==> src/rtl/mem_arbiter.sv <==
// Two-port memory arbiter: registers the winning request, issues it to memory, routes the response.
// Optional abort of stalled transactions when MEM_ARB_TIMEOUT_EN is defined.
module mem_arbiter #(
    parameter int unsigned FIXED_PRIO     = 0,
    parameter int unsigned TIMEOUT_CYCLES = 1024
) (
    input  logic        clk,
    input  logic        reset,
    input  logic        m0_ce,
    input  logic [31:0] m0_addr,
    input  logic [2:0]  m0_funct3,
    input  logic        m0_we,
    input  logic [31:0] m0_wdata,
    output logic [31:0] m0_rdata,
    output logic        m0_busy,
    output logic        m0_valid,
    output logic        m0_err,
    input  logic        m1_ce,
    input  logic [31:0] m1_addr,
    input  logic [2:0]  m1_funct3,
    input  logic        m1_we,
    input  logic [31:0] m1_wdata,
    output logic [31:0] m1_rdata,
    output logic        m1_busy,
    output logic        m1_valid,
    output logic        m1_err,
    output logic        mem_ce,
    output logic [31:0] mem_addr,
    output logic [2:0]  mem_funct3,
    output logic        mem_we,
    output logic [31:0] mem_wdata,
    input  logic [31:0] mem_rdata,
    input  logic        mem_busy,
    input  logic        mem_valid
);

    typedef enum logic [1:0] {StIdle, StIssue, StWait, StResp} state_e;

    state_e      state_q, state_d;
    logic        owner_q, owner_d;
    logic        last_q, last_d;
    logic        grant, capture, abort;
    logic [31:0] mem_addr_q, mem_wdata_q, m0_rdata_q, m1_rdata_q;
    logic [2:0]  mem_funct3_q;
    logic        mem_we_q;
    logic        serving0, serving1;
    logic        tmo_hit;

    // Completion is driven purely by mem_valid; the memory busy flag is informational here.
    logic unused_mem_busy;
    assign unused_mem_busy = mem_busy;

`ifdef MEM_ARB_TIMEOUT_EN
    logic [15:0] tmo_cnt_q;
    logic        timeout_q;

    assign tmo_hit = (tmo_cnt_q == 16'(TIMEOUT_CYCLES - 1));

    always_ff @(posedge clk or posedge reset) begin
        if (reset) begin
            tmo_cnt_q <= '0;
            timeout_q <= 1'b0;
        end else begin
            if (state_q == StIssue) begin
                tmo_cnt_q <= '0;
            end else if (state_q == StWait) begin
                tmo_cnt_q <= tmo_cnt_q + 16'd1;
            end
            timeout_q <= abort;
        end
    end

    assign m0_err = (state_q == StResp) && !owner_q && timeout_q;
    assign m1_err = (state_q == StResp) && owner_q && timeout_q;
`else
    logic unused_timeout;
    assign unused_timeout = ^TIMEOUT_CYCLES;
    assign tmo_hit        = 1'b0;
    assign m0_err         = 1'b0;
    assign m1_err         = 1'b0;
`endif

    always_comb begin
        state_d = state_q;
        owner_d = owner_q;
        last_d  = last_q;
        grant   = 1'b0;
        capture = 1'b0;
        abort   = 1'b0;
        unique case (state_q)
            StIdle: begin
                if (m0_ce || m1_ce) begin
                    grant   = 1'b1;
                    state_d = StIssue;
                    if (m0_ce && m1_ce) begin
                        owner_d = (FIXED_PRIO != 0) ? 1'b0 : ~last_q;
                    end else begin
                        owner_d = m1_ce;
                    end
                end
            end
            StIssue: begin
                if (mem_valid) begin
                    capture = 1'b1;
                    state_d = StResp;
                end else begin
                    state_d = StWait;
                end
            end
            StWait: begin
                if (mem_valid) begin
                    capture = 1'b1;
                    state_d = StResp;
                end else if (tmo_hit) begin
                    abort   = 1'b1;
                    state_d = StResp;
                end
            end
            StResp: begin
                last_d  = owner_q;
                state_d = StIdle;
            end
            default: state_d = StIdle;
        endcase
    end

    always_ff @(posedge clk or posedge reset) begin
        if (reset) begin
            state_q      <= StIdle;
            owner_q      <= 1'b0;
            last_q       <= 1'b1;
            mem_addr_q   <= '0;
            mem_funct3_q <= '0;
            mem_we_q     <= 1'b0;
            mem_wdata_q  <= '0;
            m0_rdata_q   <= '0;
            m1_rdata_q   <= '0;
        end else begin
            state_q <= state_d;
            owner_q <= owner_d;
            last_q  <= last_d;
            if (grant) begin
                mem_addr_q   <= owner_d ? m1_addr   : m0_addr;
                mem_funct3_q <= owner_d ? m1_funct3 : m0_funct3;
                mem_we_q     <= owner_d ? m1_we     : m0_we;
                mem_wdata_q  <= owner_d ? m1_wdata  : m0_wdata;
            end
            // Written on the completion edge so the data is already valid during RESP.
            if (capture || abort) begin
                if (owner_q) begin
                    m1_rdata_q <= abort ? 32'h0 : mem_rdata;
                end else begin
                    m0_rdata_q <= abort ? 32'h0 : mem_rdata;
                end
            end
        end
    end

    assign serving0 = (state_q != StIdle) && !owner_q;
    assign serving1 = (state_q != StIdle) && owner_q;

    assign m0_busy    = (m0_ce && !serving0) || serving0;
    assign m1_busy    = (m1_ce && !serving1) || serving1;
    assign m0_valid   = (state_q == StResp) && !owner_q;
    assign m1_valid   = (state_q == StResp) && owner_q;
    assign m0_rdata   = m0_rdata_q;
    assign m1_rdata   = m1_rdata_q;
    assign mem_ce     = (state_q == StIssue);
    assign mem_addr   = mem_addr_q;
    assign mem_funct3 = mem_funct3_q;
    assign mem_we     = mem_we_q;
    assign mem_wdata  = mem_wdata_q;

endmodule

==> config.mk <==
export PLATFORM = sky130hd
export DESIGN_NAME = mem_arbiter
export DESIGN_NICKNAME = d
export VERILOG_FILES = /design/src/rtl/mem_arbiter.sv
export SDC_FILE = /design/constraint.sdc
export NUM_CORES = 1
export LEC_CHECK = 0
export CAP_MARGIN = 20
export CORE_AREA = 2 2 101 177
export CTS_CLUSTER_DIAMETER = 150
export DETAILED_ROUTE_END_ITERATION = 10
export DIE_AREA = 0 0 103 179
export HOLD_SLACK_MARGIN = 0.03
export PLACE_DENSITY = 0.81
export SYNTH_ARGS = -nofsm -noshare
export SYNTH_HDL_FRONTEND = slang
export SYNTH_SLANG_ARGS = --single-unit
==> constraint.sdc <==
create_clock -name clk -period 4.7 [get_ports clk]
set_clock_uncertainty 0.2 [all_clocks]
set_input_delay 0.94 -clock clk [delete_from_list [all_inputs] [get_ports clk]]
set_output_delay 0.94 -clock clk [all_outputs]
set_load 0.1 [all_outputs]
==> impl_metrics.yaml <==
# flow metrics
finish:
  nNonClkInverters: 5
  seq_share_pct: 33.90
  clkCellAreaFrac_pct: 5.893
  nClkBuffers: 17
  n_fill_cell: 1507
  regArea_um2: 3405
  comb_area_share_pct: 25.31
  buffer_area_share_pct: 31.80
  diodes: 0
  drive_above_1_share_pct: 13.43
  layout.nets: 1014
  final_common_cell: "clkdlybuf4s50_1"
global_routing:
  grt_overflow: 0
  globalRouteMet2Util_pct: 33.96
  met1_usage_pct: 20.41
  grt-busiest-layer: "met2"
  grt_max_degree: 138
  use_met3_pct: 5.458
  grt_antenna_before_repair: 0
clocking:
  cts_tree: "built"
  cts-root-buf: "clkbuf_16"
  cts_resized: 0
  cts_buffers: 17
  clkLatencyLatePin_ns: 0.41
  clockBufferDepth: 2
  clk_pin_slew_ns: 0.06
die:
  die_y_um: 179
  initial_core_util_pct: 36.20
  io_pins: 313
  fp-row-count: 64
  core_area_um2: 17140
  fp.dieW_um: 103
logic_synthesis:
  ys_sh_aoi_pct: 13.25
  ys_cells: 552
  yosys-top-cells-count: "dfrtp_1, nor2_1, a31oi_1, or3b_1, mux2_2"
  logic_family: "simple AND/OR/NAND/NOR gates"
  edf_count: 0
  yosys_warnings: 0
  top_cell: "dfrtp_1"
  ys_types: 31
  ys_area_um2: 6203
  top_area_share_pct: 54.46
  synthMuxAreaShare_pct: 12.14
  adder_share_pct: 0.8068
  ys_sh_xor_pct: 0
  ys.flops: 136
  synthSimpleGateAreaFrac_pct: 14.40
  synth_top_cell_by_area: "dfrtp_1"
final_timing:
  worstMarginPinSlew_ns: 1.049
  slew_headroom_pct: 29.86
  fin_crit_ns: 3.531
  finalHoldViolCount: 0
  rsz0062_at_grt: "false"
  finalCritPeriodShare_pct: 75.13
  setup_tns_ns: 0
  setup_viol: 0
critical_path:
  max_stage_delay_ns: 1.15
  critical_path.top_delay_family: "buffers and inverters"
  worst-path-buf-inv: 1
  cp_max_fo: 6
  slowest_stage: "clkdlybuf4s50_1"
  cp_cell_sequence: "ha_1 -> nor2b_1 -> clkdlybuf4s50_1"
  critPathArrivalTime_ns: 2.39
drt:
  drtAntennaViolNets: 0
  wl_met3_um: 1140
  wl_met2_um: 9721
  dr.first_iter.drc_count: 138
  wl_met1_um: 6183
  highest_layer: "met4"
  drt-total-wl_um: 17750
  drt_pass1_iterations: 6
  drcViolationCount: 0
  vias_per_cell: 4.886
place:
  port-buffer-count: 309
  hpwl_um: 12730
  pre_cts_ws_ns: 1.306
flow_run:
  drv_cap: 0
  warnings: 31
worst_hold_path:
  hp-class: "flip-flop to flip-flop"
status:
  status: "finished clean"
==> path summary, 6_finish.rpt <==
path	start	to	slack, ns	cells after the start
max	state_q[0]	m0_valid	1.17	3
min	m1_rdata[12]	m1_rdata[12]	0.30	1
max reg2reg	state_q[0]	mem_wdata[3]	2.26	6
min reg2reg	m1_rdata[12]	m1_rdata[12]	0.30	1
max in group asynchronous	reset	mem_wdata[17]	2.60	3
min in group asynchronous	reset	mem_addr[11]	0.82	2
==> metrics by stage <==
stage	hold WS [ns]	utilization, %	cells	instance area [um^2]
floorplan	0.3556	-	553	6211
global placement	0.2857	54.99	1047	9423
detailed placement	0.2921	54.99	1047	9423
CTS	0.3061	58.44	1079	10010
global route	0.3218	58.60	1080	10040
finish	0.3033	58.60	1080	10040
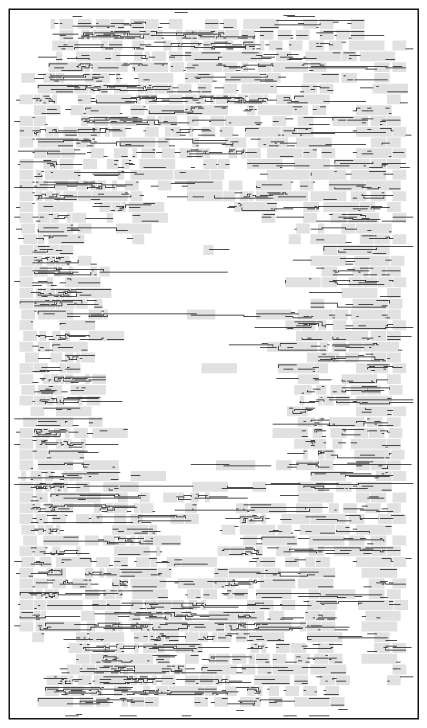
(images/met1.png)
Cells faint in the background.
The wires run mostly horizontal. The layer holds 35% of the routed length. 853 nets have wire on it.

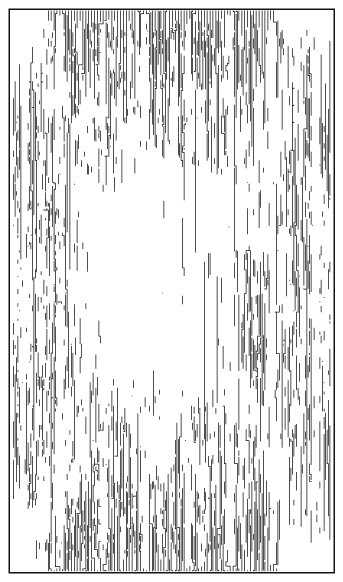
(images/met2.png)
The longest straight run is 94.5 um. The layer carries 9720 um of wire.

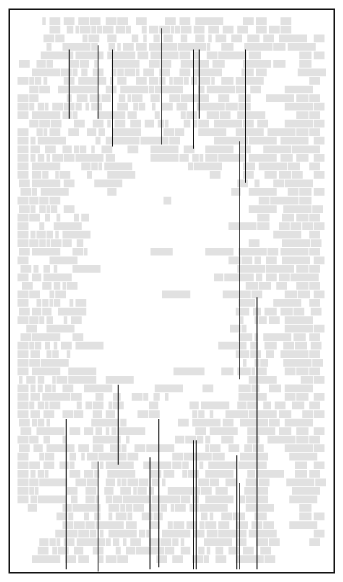
(images/met4.png)
Cells faint in the background.
The wires run mostly vertical. The layer carries 704 um of wire. 17 nets have wire on it.

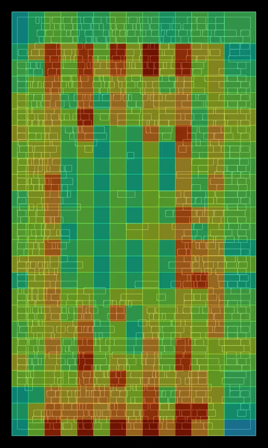
(images/final_congestion.png)
WL/cell: 16.43 um
Global Route Usage Sum: 19.26%

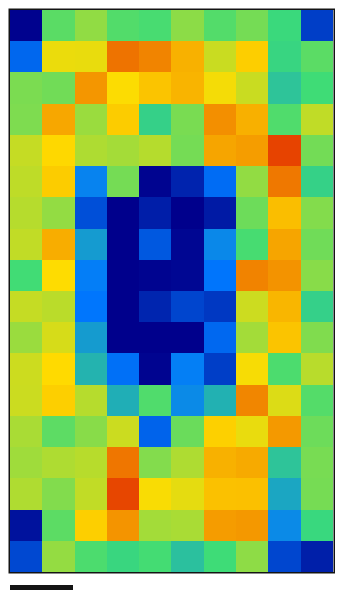
(images/density.png)
The bar under the picture is 20 um long. The die is cut into 10 by 18 equal tiles; dark blue is low, red is high, 0 to 100% covered.
22% of the tiles are over 75% full. 7.8% of the tiles are nearly empty. The emptiest ninth of the die: center. The fullest tile reaches 92%. The mean over all tiles is 53%.

